### Pin map

Scale: 6 px per micron. Pins as bars across the die edge, other pins in gray.
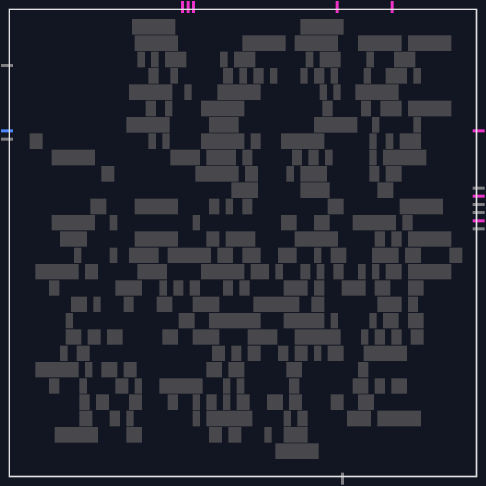
### Signal wires on met2

Scale: 4 px per micron. Cells faint in the background.
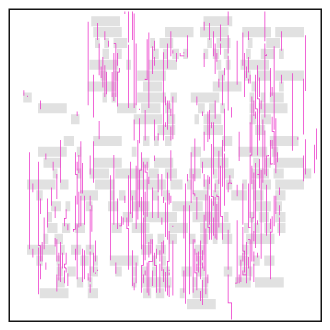
### Wiring by layer

Scale: 4 px per micron. Only two layers are drawn.
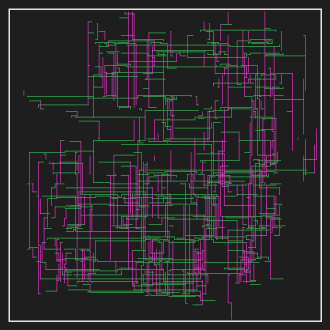
### A small window of the routed layout

Window x 19 to 59, y 19 to 59 microns. Cells in gray, sequential cells in the stronger gray; small squares are vias.
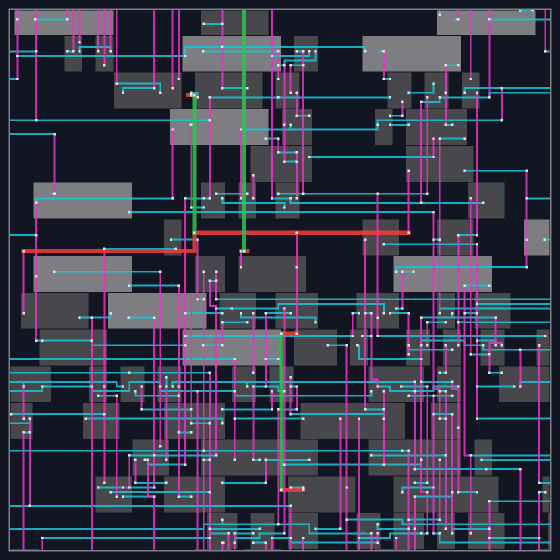
### Placement view

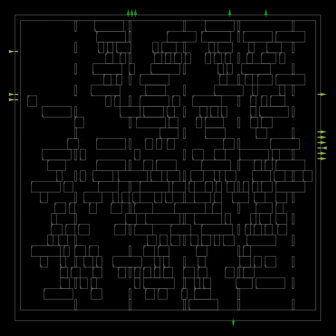
==> src/rtl/uart_pkg.sv <==
// Shared types and helpers for the UART receive path.
// Holds the receiver state encoding, frame geometry and baud arithmetic.
// Imported by the front end and by any later UART blocks (e.g. a transmitter).
package uart_pkg;

    // Payload bits per 8N1 frame.
    localparam int DATA_BITS = 8;

    // Receiver FSM states; ARM and IDLE are the two "not busy" states.
    typedef enum logic [2:0] {
        ARM   = 3'd0,
        IDLE  = 3'd1,
        START = 3'd2,
        DATA  = 3'd3,
        STOP  = 3'd4,
        BREAK = 3'd5
    } rx_state_t;

    // Clock cycles per bit, rounded to nearest.
    function automatic int clks_per_bit(input int clk_hz, input int baud);
        return (clk_hz + baud / 2) / baud;
    endfunction

endpackage

==> src/rtl/sync_2ff.sv <==
// Generic two-flop synchronizer for asynchronous level inputs.
// Latency: 2 cycles from input to q_o; no handshake, no backpressure.
// Reset value is a parameter so idle-high lines do not glitch out of reset.
module sync_2ff #(
    parameter int                 WIDTH   = 1,
    parameter logic [WIDTH-1:0]   RST_VAL = '0
) (
    input  logic             clk_i,
    input  logic             rst_i,
    input  logic [WIDTH-1:0] d_i,
    output logic [WIDTH-1:0] q_o
);

    logic [WIDTH-1:0] meta_q;
    logic [WIDTH-1:0] sync_q;

    // First flop may go metastable; second flop gives it a full cycle to settle.
    always_ff @(posedge clk_i) begin
        if (rst_i) begin
            meta_q <= RST_VAL;
            sync_q <= RST_VAL;
        end else begin
            meta_q <= d_i;
            sync_q <= meta_q;
        end
    end

    assign q_o = sync_q;

endmodule

==> src/rtl/uart_rx_frontend.sv <==
// 8N1 UART receiver front end: synchronize pin, deframe bytes, present over valid/ready.
// Latency: byte/error/overrun visible 3 + HALF + 9*CLKS_PER_BIT cycles after the pin start edge.
// Backpressure: one-byte holding register; a byte completing while the previous one is unread is dropped with an overrun pulse.
module uart_rx_frontend
    import uart_pkg::*;
#(
    parameter int CLK_FREQ_HZ = 100_000_000,
    parameter int BAUD        = 115200
) (
    input  logic       clk,
    input  logic       rst,
    input  logic       rx,
    output logic [7:0] rx_data,
    output logic       rx_valid,
    input  logic       rx_ready,
    output logic       frame_err,
    output logic       overrun,
    output logic       busy
);

    // Bit timing derived from the clock and line rate; not independently settable.
    localparam int CLKS_PER_BIT = clks_per_bit(CLK_FREQ_HZ, BAUD);
    localparam int CW           = $clog2(CLKS_PER_BIT);

    // Mid-start-bit sample offset and end-of-bit compare value.
    localparam logic [CW-1:0] HALF_C    = CW'(CLKS_PER_BIT / 2);
    localparam logic [CW-1:0] CPB_M1    = CW'(CLKS_PER_BIT - 1);
    // Cycles spent in ARM before rx_s is trusted: the synchronizer comes out
    // of reset holding 1s, which would otherwise read as an idle line even
    // when the pin is actually low.
    localparam logic [CW-1:0] ARM_FLUSH = CW'(2);
    localparam logic [2:0]    LAST_BIT  = 3'(DATA_BITS - 1);

    // Fewer than 4 clocks per bit leaves no room for mid-bit sampling.
    generate
        if (CLKS_PER_BIT < 4) begin : g_bad_rate
            $error("uart_rx_frontend: CLKS_PER_BIT must be at least 4");
        end
    endgenerate

    logic rx_s;

    sync_2ff #(
        .WIDTH   (1),
        .RST_VAL (1'b1)
    ) u_sync (
        .clk_i (clk),
        .rst_i (rst),
        .d_i   (rx),
        .q_o   (rx_s)
    );

    rx_state_t              state_q, state_d;
    logic [CW-1:0]          cnt_q, cnt_d;
    logic [2:0]             bit_q, bit_d;
    logic [DATA_BITS-1:0]   shift_q, shift_d;
    logic [7:0]             data_q, data_d;
    logic                   valid_q, valid_d;
    logic                   ferr_q, ferr_d;
    logic                   ovr_q, ovr_d;

    // Stop-bit sample point and its two outcomes.
    logic stop_sample;
    logic stop_ok;
    logic stop_bad;

    assign stop_sample = (state_q == STOP) && (cnt_q == CPB_M1);
    assign stop_ok     = stop_sample && rx_s;
    assign stop_bad    = stop_sample && !rx_s;

    // State register plus all datapath and output registers.
    always_ff @(posedge clk) begin
        if (rst) begin
            state_q <= ARM;
            cnt_q   <= '0;
            bit_q   <= '0;
            shift_q <= '0;
            data_q  <= 8'h00;
            valid_q <= 1'b0;
            ferr_q  <= 1'b0;
            ovr_q   <= 1'b0;
        end else begin
            state_q <= state_d;
            cnt_q   <= cnt_d;
            bit_q   <= bit_d;
            shift_q <= shift_d;
            data_q  <= data_d;
            valid_q <= valid_d;
            ferr_q  <= ferr_d;
            ovr_q   <= ovr_d;
        end
    end

    // Next-state logic: bit timing, start-glitch rejection and shift-in of data bits.
    always_comb begin
        state_d = state_q;
        cnt_d   = cnt_q;
        bit_d   = bit_q;
        shift_d = shift_q;

        case (state_q)
            ARM: begin
                // Only leave once the synchronizer holds real pin samples and the line is idle.
                if (cnt_q != ARM_FLUSH) begin
                    cnt_d = cnt_q + 1'b1;
                end else if (rx_s) begin
                    state_d = IDLE;
                    cnt_d   = '0;
                end
            end

            IDLE: begin
                if (!rx_s) begin
                    state_d = START;
                    cnt_d   = '0;
                    bit_d   = '0;
                end
            end

            START: begin
                // Re-check the line near mid start bit; a high here was a glitch.
                if (cnt_q == HALF_C) begin
                    cnt_d   = '0;
                    state_d = rx_s ? IDLE : DATA;
                end else begin
                    cnt_d = cnt_q + 1'b1;
                end
            end

            DATA: begin
                // One sample per bit period, LSB arrives first.
                if (cnt_q == CPB_M1) begin
                    cnt_d   = '0;
                    shift_d = {rx_s, shift_q[DATA_BITS-1:1]};
                    bit_d   = bit_q + 3'd1;
                    if (bit_q == LAST_BIT) begin
                        state_d = STOP;
                    end
                end else begin
                    cnt_d = cnt_q + 1'b1;
                end
            end

            STOP: begin
                if (cnt_q == CPB_M1) begin
                    cnt_d   = '0;
                    state_d = rx_s ? IDLE : BREAK;
                end else begin
                    cnt_d = cnt_q + 1'b1;
                end
            end

            BREAK: begin
                // Hold here through a long low so a break reports only once.
                if (rx_s) begin
                    state_d = IDLE;
                end
            end

            default: begin
                state_d = ARM;
                cnt_d   = '0;
            end
        endcase
    end

    // Output logic: holding register handshake, overrun and framing-error pulses.
    always_comb begin
        data_d  = data_q;
        valid_d = valid_q;
        ferr_d  = 1'b0;
        ovr_d   = 1'b0;

        if (valid_q && rx_ready) begin
            valid_d = 1'b0;
        end

        if (stop_ok) begin
            // A byte accepted this same cycle frees the slot for the new one.
            if (!valid_q || rx_ready) begin
                data_d  = shift_q;
                valid_d = 1'b1;
            end else begin
                ovr_d = 1'b1;
            end
        end

        if (stop_bad) begin
            ferr_d = 1'b1;
        end

        busy = (state_q != ARM) && (state_q != IDLE);
    end

    assign rx_data   = data_q;
    assign rx_valid  = valid_q;
    assign frame_err = ferr_q;
    assign overrun   = ovr_q;

endmodule
==> config.mk <==
export PLATFORM = sky130hd
export DESIGN_NAME = uart_rx_frontend
export DESIGN_NICKNAME = d
export VERILOG_FILES = /design/src/rtl/uart_pkg.sv /design/src/rtl/sync_2ff.sv /design/src/rtl/uart_rx_frontend.sv
export SDC_FILE = /design/constraint.sdc
export NUM_CORES = 1
export LEC_CHECK = 0
export ABC_AREA = 0
export CAP_MARGIN = 10
export CELL_PAD_IN_SITES_DETAIL_PLACEMENT = 1
export CELL_PAD_IN_SITES_GLOBAL_PLACEMENT = 1
export CORE_UTILIZATION = 30
export DETAILED_ROUTE_END_ITERATION = 12
export DONT_BUFFER_PORTS = 1
export GPL_ROUTABILITY_DRIVEN = 0
export HOLD_SLACK_MARGIN = 0.15
export PLACE_DENSITY_LB_ADDON = 0.1
export SYNTH_ARGS = -nofsm -noshare
export SYNTH_HDL_FRONTEND = slang
export SYNTH_SLANG_ARGS = --single-unit
==> constraint.sdc <==
create_clock -name clk -period 1.9 [get_ports clk]
set_input_delay 0.38 -clock clk [delete_from_list [all_inputs] [get_ports clk]]
set_output_delay 0.38 -clock clk [all_outputs]
set_load 0.01 [all_outputs]
==> results.yml <==
# implementation run metrics
drt:
  via_per_inst: 5.08
sta:
  final.min_clock_period_ps: 1800
  slew_headroom_pct: 76.4
  final-max-slew-violation-count: 0
synth:
  synthTopLogicFamily: "simple AND/OR/NAND/NOR gates"
  async_reset_ff_share_pct: 0
  ys_ff: 37
  edf_count: 0
  syn_area_per_cell_sq_um: 8.53
final_layout:
  ff_latch_area_sq_um: 742
  seq_cells: 37
  n_all_inverters: 3
  comb_cells: 150
  lay_top_count: "dfxtp_1"
worst_hold_path:
  holdCritPathClass: "input pin to flip-flop"
  hold_end: "cnt_q[7]$_SDFFE_PP0P_"
clock_tree:
  cts_root_buf: "clkbuf_8"
  clockBufferDepth: 2
  cts_max_level: 2
floorplan:
  dieArea_sq_um: 6020
worst_setup_path:
  cp_max_fo: 7
  crit_slowest_cell: "or4_4"
  worstPathArrival_ps: 2010
status:
  status: "finished clean"
global_route:
  grt_usage_pct: 15.6
  grt_antenna_before_repair: 0
pwr:
  p_seq_share_pct: 44.7
## Picture notes: 'Pin map'
Key: rx_data = magenta [pins 8, direction output, edge 5 top, 3 right]; rx = blue [pins 1, direction input, edge left]

## Picture notes: 'Signal wires on met2'
The layer holds 48% of the routed length. The layer carries 2140 microns of wire.

## Picture notes: 'Wiring by layer'
Key: met1 = green [wire length 2090 microns]; met2 = magenta [wire length 2140 microns]

## Picture notes: 'A small window of the routed layout'
Key: met2 = magenta; met3 = red; met1 = cyan; met4 = green
Most frequent: nand3_1 (10), dfxtp_1 (10). Netlist names of flops here include bit_q (3), cnt_q (3), shift_q (2). 76 logic cells have their middle in the window. Sequential cells in the window: 10.

## Picture notes: 'Placement view'
tapcell count: 72
number of core rows: 27
Finished Layout Cells: 290

Power figures rest on the tool's default switching activity, not on a simulated workload.
